Design ilkn_latency_test_sequencer, sky130hd; sources not shown.
**Run 1: signal wires on met1**

Drawn at 2 px/um. Supply wires on this layer in grey. Cells faint in the background.
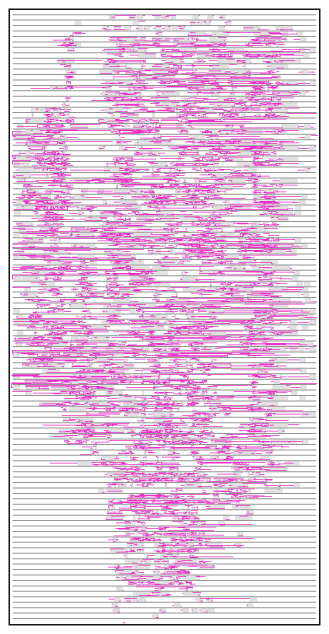
The wires run mostly horizontal. The layer carries 18800 um of wire. The layer holds 37% of the routed length. 2016 nets have wire on it. The longest straight run is 61.2 um.
routed wire length: 51100 um
via count: 13715

**Run 1: sequential cells coloured by netlist name**

Drawn at 2 px/um.
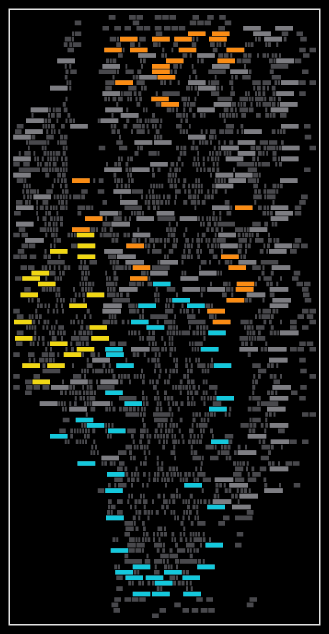
Key: lat_last = orange [sequential cells 32]; lat_sum = cyan [sequential cells 40]; timer_q = yellow [sequential cells 20, where left middle]
fin util: 36.9%
seq pwr: 0.00114 W
Seq/total area: 31.2%
Reg area: 0.00527 mm2

**Run 1: M4 wires**

Drawn at 2 px/um. Supply wires on this layer in grey.
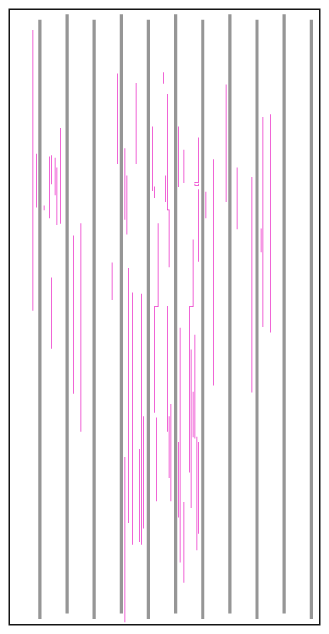
The longest straight run is 140 um. 43 nets have wire on it.

**Run 1: signal wires by layer**

Drawn at 2 px/um. Two of the layers only.
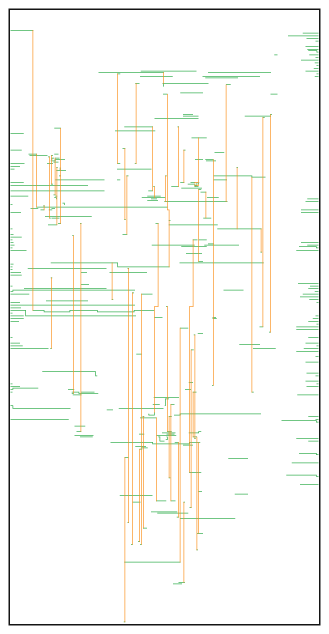
Key: M3 = green [wire length 2420 um]; M4 = orange [wire length 2900 um]
Tot GR Track Use: 21.7%
routed length per instance: 19.2 um

==> reports/metrics.yaml, run 1 <==
warnings: 28
setup_viol: 0
io_pins: 164
wl_met3_um: 2420
flops: 209
rsz0062_at_grt: "no"
slew_violations: 0
buf_share_pct: 10.5
status: "complete, no violations"
p_comb_share_pct: 28.8
use_met3_pct: 2.59
rr_worst_depth: 14
dieHeight_um: 307
wl_met1_um: 18800
grt_pass1_vias: 13844
worst-path-max-fanout: 63
path_delay_family: "simple AND/OR/NAND/NOR gates"
ys_top_logic_family: "simple AND/OR/NAND/NOR gates"
top_usage_layer: "met2"
synth_top_cell_by_area: "dfrtp_1"
whs_ns: 0.485
buffers_excl_clock: 182
synthAoiAreaFrac_pct: 12.9
antenna_left: 0
fillCellCount: 4846
dpl_cell_area_mm2: 0.0161
overflow: 0
clock_path_buffers: 3
crit_buf_inv: 3
clkbuf_count: 32
p_int_w: 0.00188
synthAdderAreaFrac_pct: 9.11
min_period_over_period_pct: 47.3
leakage_nw: 8.10
synth_chip_area_mm2: 0.0140
path_cells: "clkdlybuf4s50_1 -> inv_1 -> nor3_2 -> nor2_2 -> nand2_2 -> nor2_4 -> nand2_4 -> buf_4 -> nor2_1 -> nand2_1 -> nand2_4 -> o21ai_1 -> o21ai_1"
nets: 2194
hold_violations: 0
top_cell_area_share_pct: 31.6
required_ns: 9.85
timing.final.ws_setup_ns: 4.95
clock-sinks: 209
dr.pass1.iters: 7
die_x_um: 154
inv_count: 269
routed.top_layer: "met4"
pwr-share-clk_pct: 32.2
async_flop_share_pct: 100
wl_met2_um: 26900
cp.depth: 13
tns_ns: 0
synth_cell_types: 49
cp-start-kind: "primary input"
syn_inst: 1933
clock_skew_ns: 0.0360
synth-edff-count: 0
netlist_top_cells_count: "nand2_1 (483), inv_1 (256), nor2_1 (191)"
core_area_mm2: 0.0458
syn_nets: 2045
period_needed_ns: 4.45
p_clk_w: 0.000943
dpl_worst_slack_ns: 4.37
yosysCellCount: 1933
synthMuxAreaShare_pct: 0
hold_depth: 2
ctsHtreeMaxLevel: 1
grtUsageMet2_pct: 41.4
drv_cap: 0
max_stage_delay_ns: 0.60
yosys.area_share.xor_xnor_pct: 1.69
cts-resized-gates: 0
remaining_drc_errors: 0
clock_latency_ns: 0.57
ys_ff: 209
grt_first_pass_wirelength_um: 78800
rows: 111
portBuffers: 163
power_leader: "sequential cells"
cts_tree: "built"
yosysWarnings: 0
n_antenna_cell: 0
logic_gates: 1397
power.net_switching_w: 0.00104
cts_root_buf: "clkbuf_16"
ys.flop_type: "dfrtp_1"
post-place-cells: 2622
p_seq_share_pct: 39.0
yosys-top-cells-area: "dfrtp_1 (32%), nand2_1 (13%), ha_1 (9.0%)"
tightest_slew_ns: 0.856
cts_setup_buffers: 0
crit_slowest_cell: "buf_4"
grt_max_degree: 100
grt_use_met1_pct: 22.9
==> inputs of run 2 (changes only) <==
==> constraint.sdc (replaced) <==
create_clock -name init_clk -period 4.3 [get_ports init_clk]
set_input_delay 0.86 -clock init_clk [delete_from_list [all_inputs] [get_ports init_clk]]
set_output_delay 0.86 -clock init_clk [all_outputs]
set_load 0.005 [all_outputs]
**Run 2: signal wires by layer**

Drawn at 2 px/um. Two of the layers only.
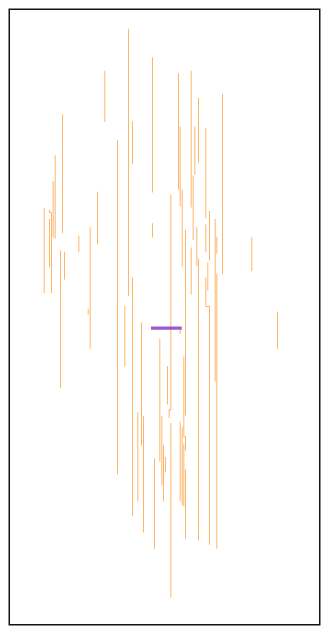
Key: M4 = orange [wire length 2890 um]; M5 = purple [wire length 13.8 um]
routed wire length: 51400 um
via count: 13674
Tot GR Track Use: 21.7%

==> reports/metrics.yaml, run 2 <==
flops: 209
cts_setup_buffers: 0
die_x_um: 154
cts_inserted_buffers: 23
netlist_top_cells_count: "nand2_1 (483), inv_1 (256), nor2_1 (191)"
die-area_mm2: 0.0474
io_pins: 164
dr.pass1.iters: 6
rows: 111
largest_class: "logic gates"
async_flop_share_pct: 100
rr_worst_depth: 12
grt_pass1_vias: 13653
wl_per_cell_um: 19.3
largest_reg_flops: 40
power.net_switching_w: 0.00223
use_met3_pct: 2.38
antenna_found_initial: 1
synth-edff-count: 0
fin_util_pct: 36.9
crit_slowest_cell: "dfrtp_1"
wl_met1_um: 18400
synthMuxAreaShare_pct: 0
syn_area_mm2: 0.0140
cts_hold_buf: 0
cts-resized-gates: 0
cts_root_buf: "clkbuf_16"
clkbuf_count: 35
post-place-cells: 2626
mostFrequentLayoutCell: "nand2_1"
drive_above_1_share_pct: 6.28
critPathKind: "reg -> reg"
slew_headroom_pct: 43.7
synthAdderAreaFrac_pct: 9.11
clk_pin_slew_ns: 0.07
slew_violations: 0
required_ns: 4.76
ys.flop_type: "dfrtp_1"
grt_use_met1_pct: 21.7
nWellTaps: 565
overflow: 0
dpl_cell_area_mm2: 0.0162
inv_count: 269
pwr-share-clk_pct: 31.3
p_int_w: 0.00402
syn_nets: 2045
power_w: 0.00626
p_seq_share_pct: 39.8
syn_inst: 1933
seq_share_pct: 31.2
core_area_mm2: 0.0458
ys_seq_share_pct: 37.8
fmax_ghz: 0.307
synth_top_cell_by_area: "dfrtp_1"
comb_share_pct: 43.6
drv_cap: 0
dpl_worst_slack_ns: 0.653
hold_violations: 0
period_needed_ns: 3.26
ys_ff: 209
top_cell_area_share_pct: 31.6
synth_chip_area_mm2: 0.0140
seqCellArea_mm2: 0.00527
n_antenna_cell: 0
yosys.area_share.xor_xnor_pct: 1.69
grtUsageMet2_pct: 42.7
routed.top_layer: "met5"
grt_max_degree: 88
buf_share_pct: 10.8
hold_depth: 2
remaining_drc_errors: 0
status: "complete, no violations"
clock_skew_ns: 0.0357
wl_met3_um: 1990
most_common_cell: "nand2_1"
clock_latency_ns: 0.57
whs_ns: 0.488
logic_gates: 1397
tns_ns: 0
clock-sinks: 209
ctsHtreeMaxLevel: 1
synthAoiAreaFrac_pct: 12.9
timing.final.ws_setup_ns: 1.04
cts_tree: "built"
avgSynthCellArea_um2: 7.22
setup_viol: 0
worst-path-max-fanout: 32
clock_path_buffers: 3
nets: 2198
portBuffers: 163
tightest_slew_ns: 0.844
antenna_left: 0
grt_first_pass_wirelength_um: 78200
warnings: 28
cp.arrival_ns: 3.72
p_comb_share_pct: 28.9
logic_area_mm2: 0.00737
regToRegSetupSlack_ns: 1.04
synth_cell_types: 49
yosysCellCount: 1933
buffers_excl_clock: 186
hpwl_um: 39800
crit_top_cell: "nand2_1"
cp.depth: 12
dieHeight_um: 307
p_clk_w: 0.00196
wl_met2_um: 28100
path_delay_family: "simple AND/OR/NAND/NOR gates"
cp-start-kind: "flop"
path_cells: "ha_1 -> nand2_1 -> inv_1 -> nand3_1 -> nor3_1 -> nand2_1 -> nand2_1 -> nand2_1 -> nand3_1 -> nand2_2 -> nand3_1 -> nand2_1"
leakage_nw: 8.09
yosysWarnings: 0
fillCellCount: 4885
ys_top_logic_family: "simple AND/OR/NAND/NOR gates"
vdd_drop_max_mv: 0.256
rsz0062_at_grt: "no"
max_stage_delay_ns: 0.58
top_usage_layer: "met2"
crit_buf_inv: 1
stdcell_count: 2668
p_seq_w: 0.00249
min_period_over_period_pct: 75.8
hold_path_class: "reg -> reg"
worstSetupEndpointType: "flop"
power_leader: "sequential cells"
yosys-top-cells-area: "dfrtp_1 (32%), nand2_1 (13%), ha_1 (9.0%)"
Power is estimated from default activity; no workload was simulated.
